[src/rtl/nios2_cpu_oci_dct_packer.sv]
// Packs 2-bit direct-trace codes into frames of up to 15 codes with a one-deep output slot.
// Optional NIOS2_CPU_OCI_DCT_OVF_EN: never back-pressure in ACCUM, drop and count unstorable codes.
module nios2_cpu_oci_dct_packer (
  input  logic        clk,
  input  logic        reset_n,
  input  logic        dct_code_valid,
  input  logic [1:0]  dct_code,
  output logic        dct_code_ready,
  input  logic        flush_req,
  input  logic        test_ending,
  output logic [29:0] dct_buffer,
  output logic [3:0]  dct_count,
  output logic [29:0] frm_buffer,
  output logic [3:0]  frm_count,
  output logic        frm_valid,
  input  logic        frm_ready,
  output logic        test_has_ended,
`ifdef NIOS2_CPU_OCI_DCT_OVF_EN
  output logic [7:0]  dct_ovf_cnt,
`endif
  output logic [1:0]  dbg_state
);

  // Handshakes: a code moves on dct_code_valid && dct_code_ready at the rising
  // edge; a frame moves on frm_valid && frm_ready. The slot counts as free in
  // the same cycle it is being consumed.
  typedef enum logic [1:0] {
    ACCUM  = 2'd0,
    FLUSH  = 2'd1,
    ENDING = 2'd2,
    ENDED  = 2'd3
  } state_e;

  state_e      state_q, state_d;
  logic [29:0] buf_q, buf_d;
  logic [3:0]  cnt_q, cnt_d;
  logic [29:0] frm_buf_q, frm_buf_d;
  logic [3:0]  frm_cnt_q, frm_cnt_d;
  logic        frm_valid_q, frm_valid_d;

  logic slot_free;
  logic full;
  logic xfer;
  logic rdy;
  logic accept;

  always_comb begin
    slot_free = !frm_valid_q || frm_ready;
    full      = (cnt_q == 4'd15);
    state_d   = state_q;
    xfer      = 1'b0;
    rdy       = 1'b0;
    accept    = 1'b0;
    case (state_q)
      ACCUM: begin
        xfer   = full && slot_free;
`ifdef NIOS2_CPU_OCI_DCT_OVF_EN
        rdy    = 1'b1;
`else
        rdy    = !full || slot_free;
`endif
        accept = dct_code_valid && (!full || slot_free);
        if (test_ending)
          state_d = ENDING;
        else if (flush_req && (cnt_q != 4'd0))
          state_d = FLUSH;
      end
      FLUSH: begin
        // A full frame moved out while entering FLUSH can leave nothing to flush.
        xfer = slot_free && (cnt_q != 4'd0);
        if (test_ending)
          state_d = ENDING;
        else if (slot_free || (cnt_q == 4'd0))
          state_d = ACCUM;
      end
      ENDING: begin
        xfer = slot_free && (cnt_q != 4'd0);
        if ((cnt_q == 4'd0) && !frm_valid_q)
          state_d = ENDED;
      end
      default: ;
    endcase
  end

  // A transfer empties the accumulator first so a code taken on the same edge lands as count 1.
  always_comb begin
    buf_d       = xfer ? 30'd0 : buf_q;
    cnt_d       = xfer ? 4'd0 : cnt_q;
    frm_buf_d   = frm_buf_q;
    frm_cnt_d   = frm_cnt_q;
    frm_valid_d = frm_valid_q;
    if (accept) begin
      buf_d = {buf_d[27:0], dct_code};
      cnt_d = cnt_d + 4'd1;
    end
    if (xfer) begin
      frm_buf_d   = buf_q;
      frm_cnt_d   = cnt_q;
      frm_valid_d = 1'b1;
    end else if (frm_valid_q && frm_ready) begin
      frm_valid_d = 1'b0;
    end
  end

  always_ff @(posedge clk or negedge reset_n) begin
    if (!reset_n) begin
      state_q     <= ACCUM;
      buf_q       <= 30'd0;
      cnt_q       <= 4'd0;
      frm_buf_q   <= 30'd0;
      frm_cnt_q   <= 4'd0;
      frm_valid_q <= 1'b0;
    end else begin
      state_q     <= state_d;
      buf_q       <= buf_d;
      cnt_q       <= cnt_d;
      frm_buf_q   <= frm_buf_d;
      frm_cnt_q   <= frm_cnt_d;
      frm_valid_q <= frm_valid_d;
    end
  end

`ifdef NIOS2_CPU_OCI_DCT_OVF_EN
  logic [7:0] ovf_q;
  logic       drop;

  assign drop = dct_code_valid && !accept && (state_q != ENDED);

  always_ff @(posedge clk or negedge reset_n) begin
    if (!reset_n)
      ovf_q <= 8'd0;
    else if (drop && (ovf_q != 8'hFF))
      ovf_q <= ovf_q + 8'd1;
  end

  assign dct_ovf_cnt = ovf_q;
`endif

  // Ready is masked while reset is held so every output reads 0 during reset.
  assign dct_code_ready = rdy && reset_n;
  assign dct_buffer     = buf_q;
  assign dct_count      = cnt_q;
  assign frm_buffer     = frm_buf_q;
  assign frm_count      = frm_cnt_q;
  assign frm_valid      = frm_valid_q;
  assign test_has_ended = (state_q == ENDED);
  assign dbg_state      = state_q;

endmodule

[config.mk]
export PLATFORM = sky130hd
export DESIGN_NAME = nios2_cpu_oci_dct_packer
export DESIGN_NICKNAME = d
export VERILOG_FILES = /design/src/rtl/nios2_cpu_oci_dct_packer.sv
export SDC_FILE = /design/constraint.sdc
export NUM_CORES = 1
export LEC_CHECK = 0
export CORE_MARGIN = 5
export CORE_UTILIZATION = 51
export CTS_CLUSTER_SIZE = 20
export DETAILED_ROUTE_END_ITERATION = 7
export PLACE_DENSITY = 0.84
export SLEW_MARGIN = 30
export SYNTH_ARGS = -nofsm -noshare
export SYNTH_HDL_FRONTEND = slang
export SYNTH_SLANG_ARGS = --single-unit
[constraint.sdc]
create_clock -name clk -period 6.7 [get_ports clk]
set_input_delay 0.67 -clock clk [delete_from_list [all_inputs] [get_ports clk]]
set_output_delay 0.67 -clock clk [all_outputs]
set_load 0.03 [all_outputs]
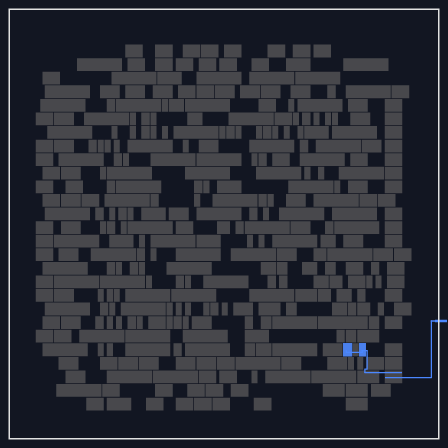
Figure 1: I/O nets highlighted.
legend:
  blue:
    port: test_ending
    bits: 1
    direction: input
    end_cells: 2
    wire: 38.5 um

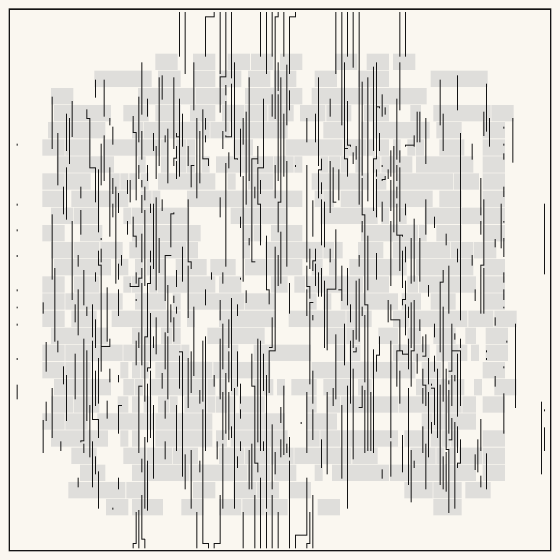
Figure 2: met2 routing.
Cells faint in the background.
share of all routed wire: 48%
main direction: vertical
wire length on this layer: 3,070 um
nets with wire on the layer: 293
longest straight run: 30.4 um

==> results.txt <==
run results: diodes inserted=0, CP Cell Sequence=clkdlybuf4s50_1 -> nor2b_1 -> a21oi_1 -> clkdlybuf4s50_1, mean instance size in the synthesized netlist=11.80 um^2, result of the run=finished clean, number of DRC violations after detailed routing=0, Cell Area, Synth=2925 um^2, antenna viol nets, final=0, CTS root buffer=sky130_fd_sc_hd__clkbuf_8, clock skew after layout=0.01168 ns, yosys synthesis chip area=2925 um^2, top cell types by occurrence after synthesis=sky130_fd_sc_hd__dfrtp_1, sky130_fd_sc_hd__nand2_1, sky130_fd_sc_hd__a21oi_1, Num CTS Buffers=9, clock sink count=71, post-layout power=1502 uW, hold_buf cts=0, slowest stage delay, CP=0.61 ns, cell with the most instances after synthesis=sky130_fd_sc_hd__dfrtp_1, placeable core region=5540 um^2, Final Cycle Share=0.4408, largest fanout on the critical path=6, Clock H-tree levels=3, average vias per placed instance=5.210, number of warnings in the stage logs=30, post-route core utilization=0.7103, setup repair after global routing missed its margin=false, Seq/Total Area, Yosys=0.6074, family of cells with the greatest summed delay on the critical path=buffers and inverters, Hold WC Path Type=primary input to asynchronous set/reset pin, total detailed-routing wirelength=6.367 mm, count of max-cap constraint violations=0, pwr/cell area=381.7 nW/um^2, routed len/inst=15.72 um, crit start category=primary input, fraction of the core area occupied by cells at floorplan=0.5280, Least-Margin Pin Slew=0.7331 ns, Horiz. Die Dim=85.74 um, PortBufs=80, critical path data arrival time=2.28 ns, max-slew violation count=0, number of cells in Yosys stat=248, placed wire-length estimate after detailed placement=4.092 mm, clock-pin slew on the worst setup and hold paths=0.06 ns, Ys Warns=0, Critical Path End Type=output port, Worst Path Buf+Inv=2, number of non-filler instances in the completed layout=405, Most Crowded Layer GR=met2
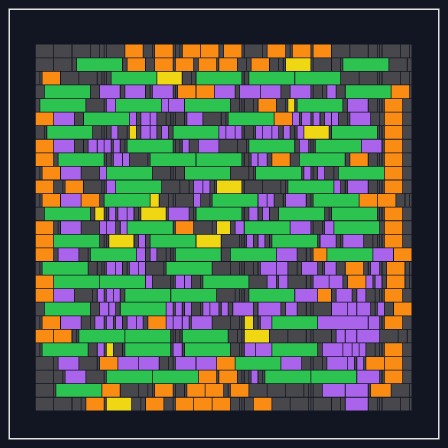
Figure 3: placement by cell class.
Fill, decap, tap and diode cells in grey.
legend:
  orange:
    class: remaining buffers and delay cells
    cells: 82
    share_of_their_area: 21%
  yellow:
    class: clock drivers and dummy loads
    cells: 16
    share_of_their_area: 4.1%
  purple:
    class: remaining logic cells
    cells: 164
    share_of_their_area: 28%
  green:
    class: registers
    cells: 71
    share_of_their_area: 46%

==> layout make-up <==
type | count | area (um^2)
repair buffers | 82 | 817.0
fillers | 426 | 1605
flip-flops and latches | 71 | 1777
inverters | 4 | 15.01
well taps | 72 | 90.09
clock buffers | 12 | 135.1
clock inverters | 4 | 22.52
multi-input cells | 160 | 1079
==> registers in the layout, summed over array words and instances (netlist names) <==
signal,flops
frm_buffer,30
dct_buffer,30
frm_valid,1
frm_count,4
dct_count,4
dbg_state,2
==> report_power, final <==
part           switching (uW)  internal [uW]  total, uW
logic                     400            273        673
clock network             153            133        286
registers                57.0            487        544
==> metal layers <==
layer	share of wire	vias to the layer above
met2	0.48	67
met3	0.068	6
met5	0	-
li1	-	1002
met4	0.012	0
met1	0.44	1035
==> metrics by stage <==
stage	cell area [um^2]	setup slack [ns]	hold WS (ns)
final	3935	3.747	0.3455
after global placement	3772	3.685	0.4685
after global routing	3935	3.600	0.3725
after detailed placement	3772	3.585	0.4787
after floorplan	2925	4.175	0.3744
after CTS	3930	3.692	0.4750
==> cells by family (layout without fill, tap and decap cells) <==
logic type	Yosys count	in the layout	synth area share
compound gates	42	42	0.08640
xor+xnor	2	2	0.005989
fa+ha+maj	6	6	0.02566
buf+inv	17	102	0.02566
flops	71	71	0.6074
mux	37	37	0.1424
simple gates	73	73	0.1065
==> layout by cell type, fill, tap and decap left out, types with 3 or more instances in the layout <==
cell type,count
sky130_fd_sc_hd__ha_1,6
sky130_fd_sc_hd__clkinv_2,3
sky130_fd_sc_hd__mux2_1,7
sky130_fd_sc_hd__a21oi_1,30
sky130_fd_sc_hd__mux2_2,30
sky130_fd_sc_hd__dfrtp_1,71
sky130_fd_sc_hd__clkbuf_8,9
sky130_fd_sc_hd__nor2b_1,5
sky130_fd_sc_hd__nand2_1,60
sky130_fd_sc_hd__o21ai_0,4
sky130_fd_sc_hd__clkbuf_1,3
sky130_fd_sc_hd__clkdlybuf4s50_1,79
sky130_fd_sc_hd__inv_1,4
==> path summary, 6_finish.rpt <==
kind | startpoint | to | slack, ns | depth (start not counted)
max | frm_ready | dct_code_ready | 3.75 | 4
min | reset_n | dbg_state[0] | 0.35 | 1
max reg2reg | dbg_state[0] | dct_count[1] | 3.81 | 8
min reg2reg | frm_buffer[19] | frm_buffer[19] | 0.49 | 1
max in group asynchronous | reset_n | frm_buffer[1] | 5.93 | 1
min in group clk | frm_buffer[19] | frm_buffer[19] | 0.49 | 1
==> worst register-to-register path, cell delays in order, from the launching register on <==
cell and delay [ns]:
sky130_fd_sc_hd__dfrtp_1 0.43, sky130_fd_sc_hd__inv_1 0.09, sky130_fd_sc_hd__ha_1 0.39, sky130_fd_sc_hd__a41oi_1 0.10, sky130_fd_sc_hd__a2111oi_4 0.34, sky130_fd_sc_hd__buf_4 0.65
sky130_fd_sc_hd__nor2b_1 0.18, sky130_fd_sc_hd__ha_1 0.32, sky130_fd_sc_hd__mux2_2 0.27
No activity file was given, so power comes from the tool's default toggle rates.
